File: src/rtl/mem_if.sv
// Program memory read port between the fetch unit and instruction memory.
//
// Handshake: the master raises req with addr and keeps both stable until
// the slave answers with valid=1 for exactly the cycle in which data holds
// the instruction word. At most one read is outstanding, and valid may come
// any number of cycles (>= 1) after req rises.
//
// Signals:
//   addr   master->slave  PC_WIDTH     read address, meaningful while req=1
//   req    master->slave  1            read request
//   data   slave->master  INSTR_WIDTH  read data, meaningful while valid=1
//   valid  slave->master  1            read data valid
interface mem_if #(
  parameter int INSTR_WIDTH = 16,
  parameter int PC_WIDTH    = 8
);
  logic [PC_WIDTH-1:0]    addr;
  logic                   req;
  logic [INSTR_WIDTH-1:0] data;
  logic                   valid;

  modport master (output addr, output req, input data, input valid);
  modport slave  (input addr, input req, output data, output valid);
endinterface

File: src/rtl/fetch_unit.sv
// Instruction fetch stage. Owns the PC, issues one program-memory read at a
// time and captures the returned word in the IR for ctrl_unit.
//
// Ports:
//   clk         system clock, all state on posedge
//   rst         asynchronous active-high reset
//   fetch_go    request a fetch at the current PC (ignored while busy)
//   jmp_en      load PC from jmp_addr (deferred until completion while busy)
//   jmp_addr    jump target
//   mem         mem_if master port (addr, req, data, valid)
//   ir          instruction register
//   opcode      ir[INSTR_WIDTH-1 -: 5]
//   pc          current program counter
//   ir_valid    ir holds a fetched instruction
//   fetch_done  one-cycle pulse when ir is loaded
//   busy        1 while a fetch is outstanding
//   dbg_state   current FSM state (0=IDLE, 1=WAIT)
module fetch_unit #(
  parameter int              INSTR_WIDTH = 16,
  parameter int              PC_WIDTH    = 8,
  parameter logic [PC_WIDTH-1:0] RESET_PC = '0
) (
  input  logic                   clk,
  input  logic                   rst,
  input  logic                   fetch_go,
  input  logic                   jmp_en,
  input  logic [PC_WIDTH-1:0]    jmp_addr,
  mem_if.master                  mem,
  output logic [INSTR_WIDTH-1:0] ir,
  output logic [4:0]             opcode,
  output logic [PC_WIDTH-1:0]    pc,
  output logic                   ir_valid,
  output logic                   fetch_done,
  output logic                   busy,
  output logic                   dbg_state
);

  typedef enum logic {IDLE = 1'b0, WAIT = 1'b1} state_t;

  state_t                 state_q, state_d;
  logic [PC_WIDTH-1:0]    pc_q, pc_d;
  logic [INSTR_WIDTH-1:0] ir_q, ir_d;
  logic                   ir_valid_q, ir_valid_d;
  logic                   done_q, done_d;
  logic                   jmp_pending_q, jmp_pending_d;
  logic [PC_WIDTH-1:0]    jmp_target_q, jmp_target_d;

  always_ff @(posedge clk or posedge rst) begin
    if (rst) begin
      state_q       <= IDLE;
      pc_q          <= RESET_PC;
      ir_q          <= '0;
      ir_valid_q    <= 1'b0;
      done_q        <= 1'b0;
      jmp_pending_q <= 1'b0;
      jmp_target_q  <= '0;
    end else begin
      state_q       <= state_d;
      pc_q          <= pc_d;
      ir_q          <= ir_d;
      ir_valid_q    <= ir_valid_d;
      done_q        <= done_d;
      jmp_pending_q <= jmp_pending_d;
      jmp_target_q  <= jmp_target_d;
    end
  end

  always_comb begin
    state_d       = state_q;
    pc_d          = pc_q;
    ir_d          = ir_q;
    ir_valid_d    = ir_valid_q;
    done_d        = 1'b0;
    jmp_pending_d = jmp_pending_q;
    jmp_target_d  = jmp_target_q;

    unique case (state_q)
      IDLE: begin
        // A jump in IDLE wins over a same-cycle fetch request.
        if (jmp_en) begin
          pc_d = jmp_addr;
        end else if (fetch_go) begin
          state_d    = WAIT;
          ir_valid_d = 1'b0;
        end
      end
      WAIT: begin
        if (jmp_en) begin
          jmp_pending_d = 1'b1;
          jmp_target_d  = jmp_addr;
        end
        if (mem.valid) begin
          state_d       = IDLE;
          ir_d          = mem.data;
          ir_valid_d    = 1'b1;
          done_d        = 1'b1;
          jmp_pending_d = 1'b0;
          // A jump arriving with the data counts as pending; it is newer
          // than any previously latched target.
          if (jmp_en)             pc_d = jmp_addr;
          else if (jmp_pending_q) pc_d = jmp_target_q;
          else                    pc_d = pc_q + 1'b1;
        end
      end
      default: state_d = IDLE;
    endcase
  end

  // The PC cannot change while WAIT (jumps are deferred), so it doubles as
  // the stable fetch address.
  assign mem.addr   = pc_q;
  assign mem.req    = (state_q == WAIT);
  assign busy       = (state_q == WAIT);
  assign dbg_state  = state_q;
  assign pc         = pc_q;
  assign ir         = ir_q;
  assign ir_valid   = ir_valid_q;
  assign fetch_done = done_q;
  assign opcode     = ir_q[INSTR_WIDTH-1 -: 5];

endmodule

File: src/flat_wrapper.sv
// flat-port wrapper written by rule: the top's interface ports become plain ports
module fetch_unit_flat 
#(
  parameter int              INSTR_WIDTH = 16,
  parameter int              PC_WIDTH    = 8,
  parameter logic [PC_WIDTH-1:0] RESET_PC = '0
)
  (clk, rst, fetch_go, jmp_en, jmp_addr, ir, opcode, pc, ir_valid, fetch_done, busy, dbg_state, mem_addr, mem_req, mem_data, mem_valid);
  mem_if #(.INSTR_WIDTH(INSTR_WIDTH), .PC_WIDTH(PC_WIDTH)) mem_i ();
  input  logic clk;
  input  logic rst;
  input  logic fetch_go;
  input  logic jmp_en;
  input  logic [PC_WIDTH-1:0] jmp_addr;
  output logic [INSTR_WIDTH-1:0] ir;
  output logic [4:0] opcode;
  output logic [PC_WIDTH-1:0] pc;
  output logic ir_valid;
  output logic fetch_done;
  output logic busy;
  output logic dbg_state;
  output wire logic [$bits(mem_i.addr)-1:0] mem_addr;
  output wire logic [$bits(mem_i.req)-1:0] mem_req;
  input wire logic [$bits(mem_i.data)-1:0] mem_data;
  input wire logic [$bits(mem_i.valid)-1:0] mem_valid;
  assign mem_addr = mem_i.addr;
  assign mem_req = mem_i.req;
  assign mem_i.data = mem_data;
  assign mem_i.valid = mem_valid;
  fetch_unit #(.INSTR_WIDTH(INSTR_WIDTH), .PC_WIDTH(PC_WIDTH), .RESET_PC(RESET_PC)) u_core (.clk(clk), .rst(rst), .fetch_go(fetch_go), .jmp_en(jmp_en), .jmp_addr(jmp_addr), .mem(mem_i), .ir(ir), .opcode(opcode), .pc(pc), .ir_valid(ir_valid), .fetch_done(fetch_done), .busy(busy), .dbg_state(dbg_state));
endmodule
File: config.mk
export PLATFORM = sky130hd
export DESIGN_NAME = fetch_unit_flat
export DESIGN_NICKNAME = d
export VERILOG_FILES = /design/src/rtl/mem_if.sv /design/src/rtl/fetch_unit.sv /design/src/flat_wrapper.sv
export SDC_FILE = /design/constraint.sdc
export NUM_CORES = 1
export LEC_CHECK = 0
export ABC_CLOCK_PERIOD_IN_PS = 2850
export CORE_UTILIZATION = 30
export DETAILED_ROUTE_END_ITERATION = 12
export SKIP_CTS_REPAIR_TIMING = 1
export SYNTH_ARGS = -nofsm -noshare
export SYNTH_HDL_FRONTEND = slang
export SYNTH_SLANG_ARGS = --single-unit
File: constraint.sdc
create_clock -name clk -period 2.85 [get_ports clk]
set_clock_uncertainty 0.15 [all_clocks]
set_input_delay 0.4275 -clock clk [delete_from_list [all_inputs] [get_ports clk]]
set_output_delay 0.4275 -clock clk [all_outputs]
set_load 0.02 [all_outputs]
### Drive-strength map, run 1

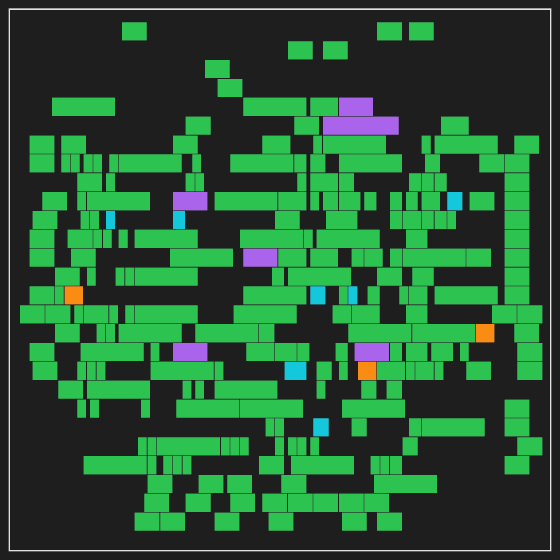
| colour | size | cells |
|---|---|---|
| cyan | x2 | 7 |
| purple | x6 and larger | 6 |
| orange | x3 and x4 | 3 |
| green | x1 and smaller | 225 |
setup ws final: 697 ps
area delta synth->final: 44.8%
cell area after layout: 2500 um2
Signal buffers: 72

### Placement by cell class, run 1

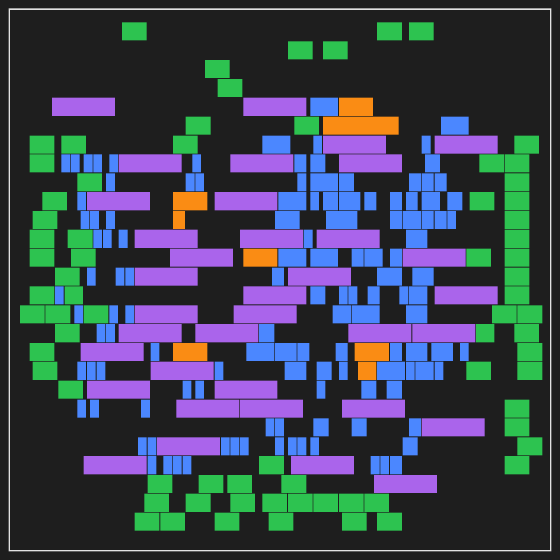
| colour | class | cells |
|---|---|---|
| green | remaining buffers and delay cells | 72 |
| blue | remaining logic cells | 125 |
| purple | registers | 36 |
| orange | clock drivers and dummy loads | 8 |
Layout Utilization: 45.2%
row cnt: 27

==> Changelog: implementation, run 1 <==
### Physical design

* Status: finished, final reports clean
* Met2 Use GR at 22.7%
* Cell area after placement at 2390 um2
* Clk slew on worst S/H paths at 80 ps
* Share of layout cells above drive strength 1 at 6.64%
* Core area at 5540 um2
* Simple-gate share of the synthesized area at 20.4%
* IO Port Bufs at 70
* Sequential share of power at 39.8%
* CTS tree: built
* Worst Hold End: u_core.ir[6]
* Floorplan core density at 31.2%
* CTS Root Cell: clkbuf_8
* Wl on met1 at 1.97 mm
* Dominant comb cell: simple AND/OR/NAND/NOR gates
* Setup crit end kind: output port
* H-tree Lvls at 2
* Adder Area Share at 0.724%
* Initial antenna violation count at 0
* # Cells Yosys at 182
* Cycle use final at 75.5%
* DRT Pass-1 Iters at 4
* Crit-path cells: clkdlybuf4s50_1
* Setup crit end: busy
* Hold Path Origin: u_core.ir[6]
* # setup viols final at 0
* GRT Overall Usage at 14.8%
* WHS Path Cells at 2
* RePlAce Congestion at 0.834
* XOR Share, Synth at 1.52%
* FF-to-FF End: u_core.mem.addr[7]
* Area fraction in compound gates at 10.3%
* Max reg flops at 16
* Top cells, area: dfrtp_1 (52%), nand2_1 (13%), buf_4 (7.0%), mux2_1 (5.2%), nand3_1 (2.0%)
* Synth Instances at 182
### Wiring heat map, run 1

Scale bar: 20 um. 16 x 16 tiles, from dark blue (low) to red (high), scaled to the fullest tile. Values are wire area over tile area, all layers added.
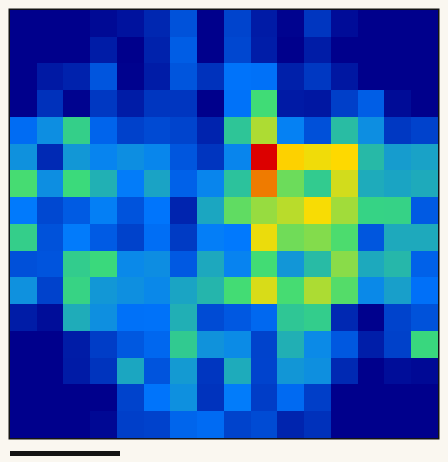
fullest tile: 0.49
mean over tiles: 0.11
tiles over half the peak: 10%
nearly empty tiles: 20%
densest ninth of the die: middle right

[run 1: cells in the final DEF (no fill, tap or decap), types with 2 or more instances in the layout]
cell type and instances:
a21oi_1 2, a31oi_1 2, a32oi_1 2, buf_4 2
clkbuf_8 5, clkdlybuf4s50_1 70, dfrtp_1 36, inv_1 2
inv_2 2, mux2_1 8, nand2_1 59, nand2_2 2
nand2b_1 3, nand3_1 7, nand4_1 3, nor2_1 3
nor3_1 3, o21a_1 3, o21ai_0 2, o21ai_1 5
o221a_1 2, o221ai_1 2, xnor2_1 2
[run 1: area by class of cell]
cell class	instances	area share, %
clock buffer	5	2.75
clock inverter	3	1.70
inverter	4	0.600
multi-input combinational	121	26.8
sequential	36	36.0
tap	72	3.60
timing repair buffer	72	28.6
### Routing congestion map, run 1

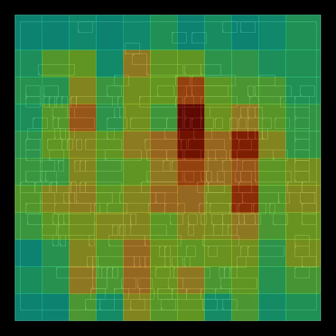

==> run 2, diff against run 1 <==
ABC_CLOCK_PERIOD_IN_PS = 1800   (was 2850)
clock period = 1.8 ns   (was 2.85 ns; I/O delays follow)
### Routing congestion map, run 2

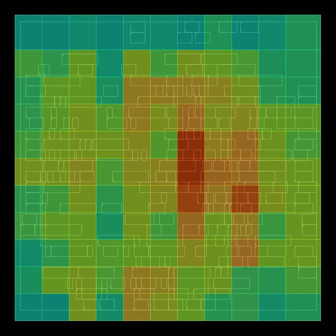
Layout Utilization: 48.0%
drt wl/cell: 12.9 um
met2 Use GR: 23.3%

==> Changelog: implementation, run 2 <==
### Physical design

* Final-layout clock-cell area share at 4.05%
* Setup ws final at 65.7 ps
* # setup viols final at 0
* Synth Instances at 182
* Clk slew on worst S/H paths at 80 ps
* Sequential share of power at 39.0%
* Area fraction in compound gates at 10.3%
* Invs w/o clock at 4
* Initial antenna violation count at 0
* FF-to-FF End: u_core.mem.addr[6]
* Simple-gate share of the synthesized area at 20.4%
* Max reg flops at 16
* Fraction of area in registers at 34.0%
* RePlAce Congestion at 0.835
* Cycle use final at 96.3%
* Clock buffer cells at 6
* Area delta synth->final at 53.9%
* Layout non-clock buf frac at 32.8%
* Wl on met1 at 1.86 mm
* Status: finished, final reports clean
* Top Layout Cells: nand2_1 (59), clkdlybuf4s50_1 (53), dfrtp_1 (34)
* Largest class: sequential cells
* Share of layout cells above drive strength 1 at 11.5%
* Combinational gates at 121
* Setup crit end kind: output port
* Floorplan core density at 31.2%
* IO Port Bufs at 70
[run 2: cell types whose count changed in the layout (fill, tap and decap cells not counted), moves of 2 or more]
| cell | delta |
|---|---|
| buf_12 | +2 |
| dfrtp_1 | -2 |
| dfrtp_2 | +2 |
| buf_4 | +10 |
| dlymetal6s2s_1 | +17 |
| clkdlybuf4s50_1 | -17 |
[run 2: cell families after synthesis]
kind of cell	Yosys count
DFF	36
adders and majority gates	1
muxes	9
buffers and inverters	25
AOI/OAI and AO/OA	25
xor gates and xnor gates	3
and+or+nand+nor	83
[run 2: through the flow]
stage                     cell area, um2  utilization [%]  TNS, ps  instances
after floorplan                     1730                -        0        182
after global placement              2510             45.2        0        317
after detailed placement            2510             45.2        0        317
after CTS                           2610             47.2     -759        325
after global routing                2660             48.0        0        325
final                               2660             48.0        0        325
Power and IR drop assume default switching activity.
